`src/rtl/calc_result_bcd.sv`:
```
// Signed result to sign + BCD digits via a serial shift-add-3 (double-dabble) engine, one bit per clock.
// Optional leading-zero blanking (digits above the most significant nonzero one show as 4'hF): define CALC_BCD_BLANK_EN.
module calc_result_bcd #(
   parameter int WIDTH  = 9,
   parameter int DIGITS = 3
) (
   input  logic                  clk,
   input  logic                  rst,
   input  logic                  start,
   input  logic [WIDTH-1:0]      result,
   output logic                  busy,
   output logic                  done,
   output logic                  sign,
   output logic [4*DIGITS-1:0]   bcd
);

   localparam int          CW   = $clog2(WIDTH + 1);
   localparam int          BW   = 4 * DIGITS;
   localparam int unsigned UDIG = DIGITS;

   typedef enum logic [1:0] {
      IDLE,
      CONV,
      FINISH
   } state_t;

   state_t            state;
   state_t            state_nx;
   logic [CW-1:0]     count;
   logic [WIDTH-1:0]  mag;
   logic [BW-1:0]     scratch;
   logic [BW-1:0]     adjusted;
   logic [BW-1:0]     final_bcd;
   logic              sign_cap;
   logic              last_shift;

   always_ff @(posedge clk or posedge rst) begin
      if (rst) begin
         state <= IDLE;
      end else begin
         state <= state_nx;
      end
   end

   always_comb begin
      last_shift = (count == CW'(WIDTH - 1));
      state_nx   = state;
      case (state)
         IDLE:    if (start) state_nx = CONV;
         CONV:    if (last_shift) state_nx = FINISH;
         FINISH:  state_nx = IDLE;
         default: state_nx = IDLE;
      endcase
   end

   assign busy = (state != IDLE);

   // Add-3 correction is applied before the shift so every digit stays a legal BCD value after doubling.
   always_comb begin
      adjusted = scratch;
      for (int unsigned i = 0; i < UDIG; i++) begin
         if (scratch[4*i +: 4] >= 4'd5) begin
            adjusted[4*i +: 4] = scratch[4*i +: 4] + 4'd3;
         end
      end
   end

`ifdef CALC_BCD_BLANK_EN
   always_comb begin
      logic        leading;
      int unsigned idx;
      final_bcd = scratch;
      leading   = 1'b1;
      idx       = 0;
      for (int unsigned k = 0; k + 1 < UDIG; k++) begin
         idx = UDIG - 1 - k;
         if (leading && (scratch[4*idx +: 4] == 4'd0)) begin
            final_bcd[4*idx +: 4] = 4'hF;
         end else begin
            leading = 1'b0;
         end
      end
   end
`else
   assign final_bcd = scratch;
`endif

   always_ff @(posedge clk or posedge rst) begin
      if (rst) begin
         count    <= '0;
         mag      <= '0;
         scratch  <= '0;
         sign_cap <= 1'b0;
         sign     <= 1'b0;
         bcd      <= '0;
         done     <= 1'b0;
      end else begin
         done <= (state == FINISH);
         case (state)
            IDLE: begin
               if (start) begin
                  sign_cap <= result[WIDTH-1];
                  // Two's-complement negate as unsigned: most-negative input maps to 2^(WIDTH-1) without overflow.
                  mag      <= result[WIDTH-1] ? (~result + WIDTH'(1)) : result;
                  scratch  <= '0;
                  count    <= '0;
               end
            end
            CONV: begin
               {scratch, mag} <= {adjusted, mag} << 1;
               count          <= count + CW'(1);
            end
            FINISH: begin
               bcd  <= final_bcd;
               sign <= sign_cap;
            end
            default: ;
         endcase
      end
   end

endmodule

```
`config.mk`:
```
export PLATFORM = sky130hd
export DESIGN_NAME = calc_result_bcd
export DESIGN_NICKNAME = d
export VERILOG_FILES = /design/src/rtl/calc_result_bcd.sv
export SDC_FILE = /design/constraint.sdc
export NUM_CORES = 1
export LEC_CHECK = 0
export CAP_MARGIN = 15
export CORE_MARGIN = 2
export CORE_UTILIZATION = 50
export DETAILED_ROUTE_END_ITERATION = 8
export PLACE_DENSITY = 0.73
export SLEW_MARGIN = 10
export SYNTH_ARGS = -nofsm -noshare
export SYNTH_HDL_FRONTEND = slang
export SYNTH_SLANG_ARGS = --single-unit
```
`constraint.sdc`:
```
create_clock -name clk -period 1.7 [get_ports clk]
set_input_delay 0.34 -clock clk [delete_from_list [all_inputs] [get_ports clk]]
set_output_delay 0.34 -clock clk [all_outputs]
set_load 0.005 [all_outputs]
```
met2.png
Drawn at 4 px/um.
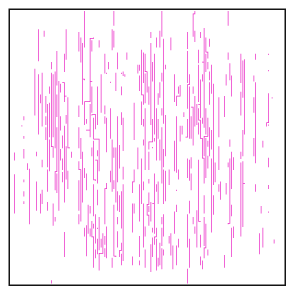
The longest straight run is 32.3 um. The layer holds 49% of the routed length. The layer carries 1960 um of wire. The wires run mostly vertical. 228 nets have wire on it.

metal_stack.png
Drawn at 6 px/um.
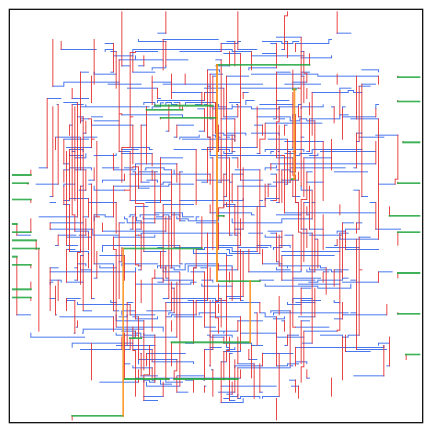
met3: drawn in green, wire length 166 um. met2: drawn in red, wire length 1960 um. met4: drawn in orange, wire length 89.1 um. met1: drawn in blue, wire length 1810 um.

==> impl_metrics.toml <==
# implementation run metrics
[floorplan]
rows = 23

[sta]
slew_headroom_pct = 80.5
rsz0062_at_grt = "false"
skew_ns = 0.00704
setup_violations = 0
finalCritPeriodShare_pct = 94.4

[yosys]
syn_area_um2 = 2090
floorplan.nets = 221
xor_share_pct = 4.61
yosys.area_share.simple_pct = 12.4
synthCells = 200
ys_seq_share_pct = 50.3
yosysWarnings = 0

[cells_and_area]
antenna_cells = 0
post_route_cells_drive_above_1_share_pct = 21.7
lay_top_cells = "41 x dfrtp_1, 24 x o21ai_0, 22 x clkdlybuf4s50_1, 22 x buf_4, 17 x nand2_1"

[clocking]
hold_buffers = 0
clk_pin_slew_worst_paths_ns = 0.07
cts_tree = "yes"

[setup_path]
crit_path_end_kind = "register"
crit_required_ns = 1.91
slowest_stage = "dfrtp_1"
crit_family = "flip-flops"
critPathArrivalTime_ns = 1.81
r2r-start = "final_bcd[4]$_DFFE_PP0P_"
rrSetupSlack_ns = 0.09

[hold_path]
hp-class = "in -> async"

[global_routing]
grt_pass1_vias = 1543
track_usage_pct = 19.5
use_met2_pct = 32.8
grt_use_met1_pct = 23.1
antenna_found_initial = 0

[run_status]
status = "finished clean"

[placement]
place_hpwl_um = 2900
io_buffers = 26

[power]
leakagePower_nw = 1.26
power.density_nw_per_um2 = 1660

[routing]
detail_route.wl_per_cell_um = 13.5
pdn.png
Drawn at 6 px/um. Pins as bars on the die edge. Tap cells in grey.
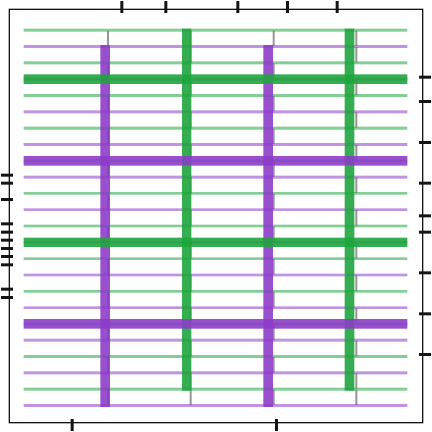
VDD: drawn in green. VSS: drawn in purple.
4 straps on met4. 4 straps on met5. The core has 23 rows. 27 signal pins sit on the boundary. 50 tap cells.
Die Y: 68.6 um
Worst VDD drop: 0.000558 V
core box area: 4000 um^2
DIE WIDTH: 68.6 um

met3.png
Drawn at 4 px/um. Cells faint in the background.
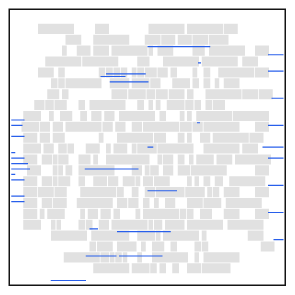
28 nets have wire on it. The longest straight run is 15.4 um.
WL final: 4030 um
met3 usage: 5.19%

[metal layers]
| metal | vias up | wire length [um] |
|---|---|---|
| li1 | 792 | - |
| met1 | 778 | 1810 |
| met3 | 10 | 165 |
| met5 | - | 0 |
| met4 | 0 | 89 |
| met2 | 40 | 1960 |
[layout make-up]
class	count	area, um^2
Clock inverter	1	30.0
Tap cell	50	62.6
Fill cell	351	1290
Sequential cell	42	1050
Multi-Input combinational cell	134	951
Clock buffer	6	82.6
Inverter	16	60.1
Timing Repair Buffer	50	475
[through the flow]
step           setup WS (ns)  hold slack [ns]  TNS [ns]  total power [W]
2_1_floorplan          0.190            0.439         0          0.00289
3_5_place_dp          -0.263            0.472    -0.489          0.00370
6_report              0.0944            0.397         0          0.00450
4_1_cts              0.00994            0.404         0          0.00454
5_1_grt              0.00245            0.427         0          0.00490
3_3_place_gp          -0.168            0.456    -0.292          0.00360
[Yosys cell counts]
library cell | instances | area, um^2
dfrtp_1 | 42 | 1050
o21ai_0 | 24 | 120
nand2_1 | 17 | 63.8
inv_1 | 16 | 60.1
mux2_2 | 16 | 180
nand3_1 | 14 | 70.1
ha_1 | 9 | 113
nor2_1 | 8 | 30.0
xnor2_1 | 6 | 52.6
a21oi_1 | 5 | 25.0
xor2_1 | 5 | 43.8
a22oi_1 | 4 | 30.0
buf_2 | 4 | 20.0
a22o_1 | 3 | 26.3
nand2b_1 | 3 | 18.8
o31ai_1 | 3 | 22.5
buf_4 | 2 | 15.0
clkbuf_1 | 2 | 7.51
mux2i_1 | 2 | 20.0
a221o_1 | 1 | 10.0
a222oi_1 | 1 | 10.0
a31oi_1 | 1 | 6.26
a32oi_1 | 1 | 8.76
and2_1 | 1 | 6.26
and3b_1 | 1 | 8.76
nand4_1 | 1 | 6.26
nor2_4 | 1 | 11.3
nor2b_1 | 1 | 6.26
nor3_1 | 1 | 5.00
nor3b_1 | 1 | 7.51
o21ai_2 | 1 | 8.76
or3_1 | 1 | 6.26
or3_4 | 1 | 11.3
or4_1 | 1 | 7.51
[sequential cells by signal, summed over array words and instances, names as in the netlist]
| register | flops |
|---|---|
| final_bcd | 12 |
| bcd | 12 |
| sign_cap | 1 |
| mag | 9 |
| state | 2 |
| sign | 1 |
| count | 4 |
| done | 1 |
[where the power goes]
group | switching, W | internal, W | total, W
clock | 0.000334 | 0.000470 | 0.000804
combinational | 0.000856 | 0.00108 | 0.00193
sequential | 0.000331 | 0.00143 | 0.00176
total | 0.00152 | 0.00298 | 0.00450
[what timing repair did]
| item | in CTS | in global routing |
|---|---|---|
| endpoints found under the setup margin | 1 | 3 |
| pin swaps | 0 | 2 |
| buffers inserted | 1 | 0 |
| resized | 2 | 7 |
[worst max path at each step]
stage,depth (start not counted),slack [ns],endpoint
CTS,3,0.01,busy
global placement,5,-0.17,mag[7]$_DFFE_PP0P_
finish,6,0.09,final_bcd[6]$_DFFE_PP0P_
global route,6,0.002,final_bcd[10]$_DFFE_PP0P_
floorplan,6,0.19,final_bcd[6]$_DFFE_PP0P_
detailed placement,5,-0.26,mag[7]$_DFFE_PP0P_
[tightest hold or removal path, stage by stage]
cell,delay [ns]
clkdlybuf4s50_1,0.39
inv_1,0.09
buf_12,0.24
Power is estimated from default activity; no workload was simulated.
